<file path="config.mk">
export PLATFORM = sky130hd
export DESIGN_NAME = dcache_wb
export DESIGN_NICKNAME = d
export VERILOG_FILES = /design/src/rtl/dcache_wb.sv
export SDC_FILE = /design/constraint.sdc
export NUM_CORES = 1
export LEC_CHECK = 0
export CAP_MARGIN = 20
export CELL_PAD_IN_SITES_DETAIL_PLACEMENT = 2
export CELL_PAD_IN_SITES_GLOBAL_PLACEMENT = 2
export CORE_ASPECT_RATIO = 1.4
export CORE_MARGIN = 3
export CORE_UTILIZATION = 45
export DETAILED_ROUTE_END_ITERATION = 12
export PLACE_DENSITY_LB_ADDON = 0.15
export SLEW_MARGIN = 20
export SYNTH_ARGS = -nofsm -noshare
export SYNTH_HDL_FRONTEND = slang
export SYNTH_SLANG_ARGS = --single-unit
</file>
<file path="constraint.sdc">
create_clock -name clk -period 10.8 [get_ports clk]
set_clock_uncertainty 0.2 [all_clocks]
set_input_delay 3.24 -clock clk [delete_from_list [all_inputs] [get_ports clk]]
set_output_delay 3.24 -clock clk [all_outputs]
set_load 0.1 [all_outputs]
</file>
<file path="src/rtl/dcache_wb.sv">
// dcache_wb: direct-mapped write-back data cache between a load/store unit and a serial memory port
// Ports:
//   clk, reset                   clock, synchronous active-high reset
//   req/write/size/paddr/wdata   core access request (held until ack or fault)
//   rdata/ack/fault              load data (zero unless ack), completion, misalignment pulse
//   flush/flush_done             write back every dirty line, one-cycle completion pulse
//   mreq/mwrite/maddr/mwdata     memory transfer request, direction, line address, write-back beat
//   mrdata/mstrobe               fill beat data, beat accepted this cycle
module dcache_wb #(
    parameter int RV = 16,
    parameter int PA = 22,
    parameter int LINE_LENGTH = 4,
    parameter int NLINES = 4,
    parameter int MW = 4
) (
    input  logic                            clk,
    input  logic                            reset,
    input  logic                            req,
    input  logic                            write,
    input  logic [1:0]                      size,
    input  logic [PA-1:0]                   paddr,
    input  logic [RV-1:0]                   wdata,
    output logic [RV-1:0]                   rdata,
    output logic                            ack,
    output logic                            fault,
    input  logic                            flush,
    output logic                            flush_done,
    output logic                            mreq,
    output logic                            mwrite,
    output logic [PA-$clog2(LINE_LENGTH)-1:0] maddr,
    output logic [MW-1:0]                   mwdata,
    input  logic [MW-1:0]                   mrdata,
    input  logic                            mstrobe
);
    localparam int OB = $clog2(LINE_LENGTH);
    localparam int IB = $clog2(NLINES);
    localparam int TB = PA - OB - IB;
    localparam int LW = LINE_LENGTH * 8;
    localparam int BEATS = LW / MW;
    localparam int BW = $clog2(BEATS);
    localparam logic [1:0] IDLE = 2'd0, WB = 2'd1, FILL = 2'd2, FSCAN = 2'd3;

    logic [1:0]        state;
    logic [BW-1:0]     beat;
    logic [IB-1:0]     widx;
    logic              flushing;
    logic [NLINES-1:0] valid, dirty;
    logic [TB-1:0]     tags [NLINES];
    logic [LW-1:0]     data [NLINES];

    logic [IB-1:0] index;
    logic [TB-1:0] tag;
    logic [OB-1:0] off;
    logic          hit, misalign, last_beat, last_idx;
    logic [RV-1:0] smask;
    logic [LW-1:0] cur, shifted, lmask, lwd, new_line, wline;

    always_comb begin
        index     = paddr[OB+IB-1:OB];
        tag       = paddr[PA-1:OB+IB];
        off       = paddr[OB-1:0];
        hit       = valid[index] && tags[index] == tag;
        misalign  = size == 2'd3 || (size == 2'd1 && paddr[0]) ||
                    (size == 2'd2 && (RV == 16 || paddr[1:0] != 2'd0));
        fault     = state == IDLE && req && misalign;
        ack       = state == IDLE && req && !misalign && hit;
        smask     = size == 2'd0 ? RV'(8'hFF) : size == 2'd1 ? RV'(16'hFFFF) : '1;
        cur       = data[index];
        shifted   = cur >> {off, 3'b000};
        rdata     = ack ? shifted[RV-1:0] & smask : '0;
        // store lanes: byte-enable mask and data both shifted into line position
        lmask     = LW'(smask) << {off, 3'b000};
        lwd       = LW'(wdata) << {off, 3'b000};
        new_line  = (cur & ~lmask) | (lwd & lmask);
        wline     = data[widx];
        mwdata    = wline[int'(beat)*MW +: MW];
        mreq      = state == WB || state == FILL;
        mwrite    = state == WB;
        maddr     = mwrite ? {tags[widx], widx} : {tag, index};
        last_beat = beat == BW'(BEATS - 1);
        last_idx  = widx == IB'(NLINES - 1);
    end

    always_ff @(posedge clk) begin
        if (reset) begin
            state      <= IDLE;
            valid      <= '0;
            dirty      <= '0;
            beat       <= '0;
            widx       <= '0;
            flushing   <= 1'b0;
            flush_done <= 1'b0;
        end else begin
            flush_done <= 1'b0;
            case (state)
                IDLE: begin
                    if (ack && write) begin
                        dirty[index] <= 1'b1;
                    end else if (req && !misalign && !hit) begin
                        widx <= index;
                        if (valid[index] && dirty[index]) begin
                            state <= WB;
                        end else begin
                            state        <= FILL;
                            valid[index] <= 1'b0;
                        end
                    end else if (!req && flush) begin
                        state    <= FSCAN;
                        widx     <= '0;
                        flushing <= 1'b1;
                    end
                end
                WB: begin
                    if (mstrobe) begin
                        beat <= beat + 1'b1;
                        if (last_beat) begin
                            beat        <= '0;
                            dirty[widx] <= 1'b0;
                            if (!flushing) begin
                                state        <= FILL;
                                valid[index] <= 1'b0;
                            end else if (last_idx) begin
                                state      <= IDLE;
                                flushing   <= 1'b0;
                                flush_done <= 1'b1;
                            end else begin
                                state <= FSCAN;
                                widx  <= widx + 1'b1;
                            end
                        end
                    end
                end
                FILL: begin
                    if (mstrobe) begin
                        beat <= beat + 1'b1;
                        if (last_beat) begin
                            beat         <= '0;
                            valid[index] <= 1'b1;
                            dirty[index] <= 1'b0;
                            state        <= IDLE;
                        end
                    end
                end
                FSCAN: begin
                    if (valid[widx] && dirty[widx]) begin
                        state <= WB;
                    end else if (last_idx) begin
                        state      <= IDLE;
                        flushing   <= 1'b0;
                        flush_done <= 1'b1;
                    end else begin
                        widx <= widx + 1'b1;
                    end
                end
            endcase
        end
    end

    // line storage needs no reset: valid bits gate every use of it
    always_ff @(posedge clk) begin
        if (state == IDLE && ack && write)
            data[index] <= new_line;
        if (state == FILL && mstrobe)
            data[index][int'(beat)*MW +: MW] <= mrdata;
        if (state == FILL && mstrobe && last_beat)
            tags[index] <= tag;
    end
endmodule
</file>
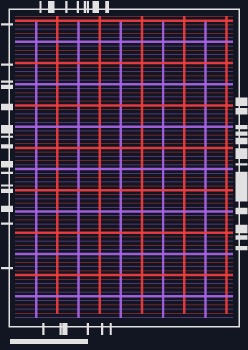
Fig. 1. PDN straps and rails.
The bar under the picture is 50 microns long. Pins as bars on the die edge.
VDD: marked red. VSS: marked purple.
14 straps on met5. The core has 71 rows.

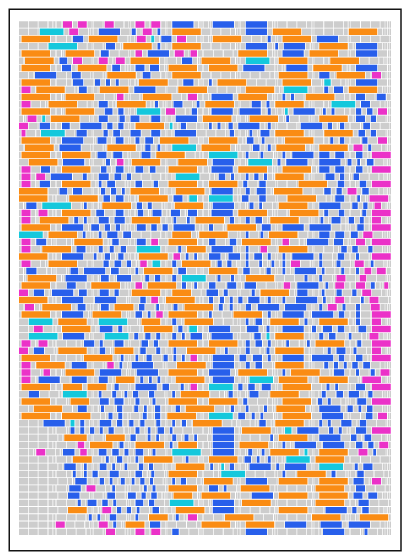
Fig. 2. Cells colored by class.
Fill, decap, tap and diode cells in gray.
registers: marked orange, cells 219. clock drivers and dummy loads: marked cyan, cells 42. remaining buffers and delay cells: marked magenta, cells 114. remaining logic cells: marked blue, cells 652.
# rows: 71
final core occ: 54.4%
register share of the cell area: 43.5%
post-route cell area: 14700 sq um

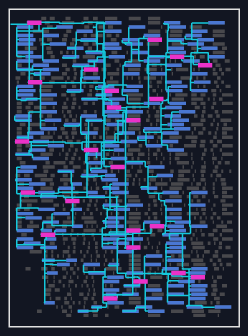
Fig. 3. Clock network drawn from the DEF.
clock-net drivers: marked magenta, count 23. flip-flops: marked blue, count 219. clock wires: marked cyan, length 3020 microns.
There are 24 routed clock nets.

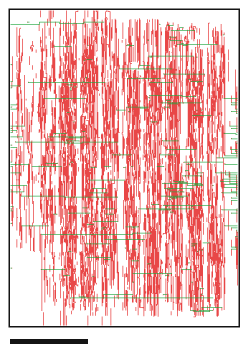
Fig. 4. Routed metal, one color a layer.
The bar under the picture is 50 microns long. Two of the layers only.
M2: marked red, wire length 23.8 mm. M3: marked green, wire length 1790 microns.

==> reports/results.ini <==
[outcome]
status=completed

[timing]
setup_ws_ns=1.01
timing.slew.headroom_pct=28.1
rsz0062_at_grt=no

[clocking]
cts_tree=built
cts_root_buffer=clkbuf_16
ctsResizeCount=0

[synth]
ys_cells=936
adder_share_pct=1.21
ys_area_sq_um=12400
ys_sh_aoi_pct=8.07
fp_nets=998
yosysWarnings=0
common_cells=edfxtp_1, mux4_2, nand2_1
ff_type=edfxtp_1
ys_seq_share_pct=51.4

[cells_and_area]
dominant_cells=sequential cells
stdcell_count=1392
layout_top_cell=edfxtp_1
seq_cell_count=219
logic_gates=635
largest_register_ffs=128
reg_top3=data: 128 flops, tags: 72 flops, dirty: 4 flops

[floorplan]
die_height_microns=203
die-area_sq_um=29700
fp_util_pct=46.0
core_sq_um=27000

[critical_path]
crit_path_top_delay_cell=o21ai_0
start_kind=input pin
r2r_start=beat[0]$_SDFFE_PP0P_
crit_fanout=36

[grt]
grt.overflow.total=0
antenna_found_initial=0

[placed_design]
place_hpwl_mm=31.2
placed_area_sq_um=13900

[route]
wl_per_cell_microns=31.0
dr.pass1.iters=5

[pwr]
p_int_w=0.00178
clkPwrFrac_pct=32.1

## power groups by stage
stage | combinational (W) | sequential [W] | clock, W
finish | 0.000850 | 0.00102 | 0.000883
global route | 0.000894 | 0.00102 | 0.000928
CTS | 0.000854 | 0.00102 | 0.000898
detailed placement | 0.000844 | 0.00103 | 0
global placement | 0.000818 | 0.00103 | 0
floorplan | 0.000634 | 0.000986 | 0
## metal layers
metal	track usage [%]	vias up	share of wire, %
met5	0	-	0
met1	32.1	4701	36
met4	12.3	0	4.4
met2	55.7	311	55
li1	-	3861	-
met3	3.53	84	4.1
## worst register-to-register path, stage by stage (launching register included)
cell and delay (ns):
dfxtp_1 0.56, inv_1 0.38, ha_1 0.34, ha_1 0.33
nor3b_1 0.82, nor4b_1 0.33, buf_4 0.23, nor2_1 0.11
nor2_1 0.41
Power is estimated from default activity; no workload was simulated.
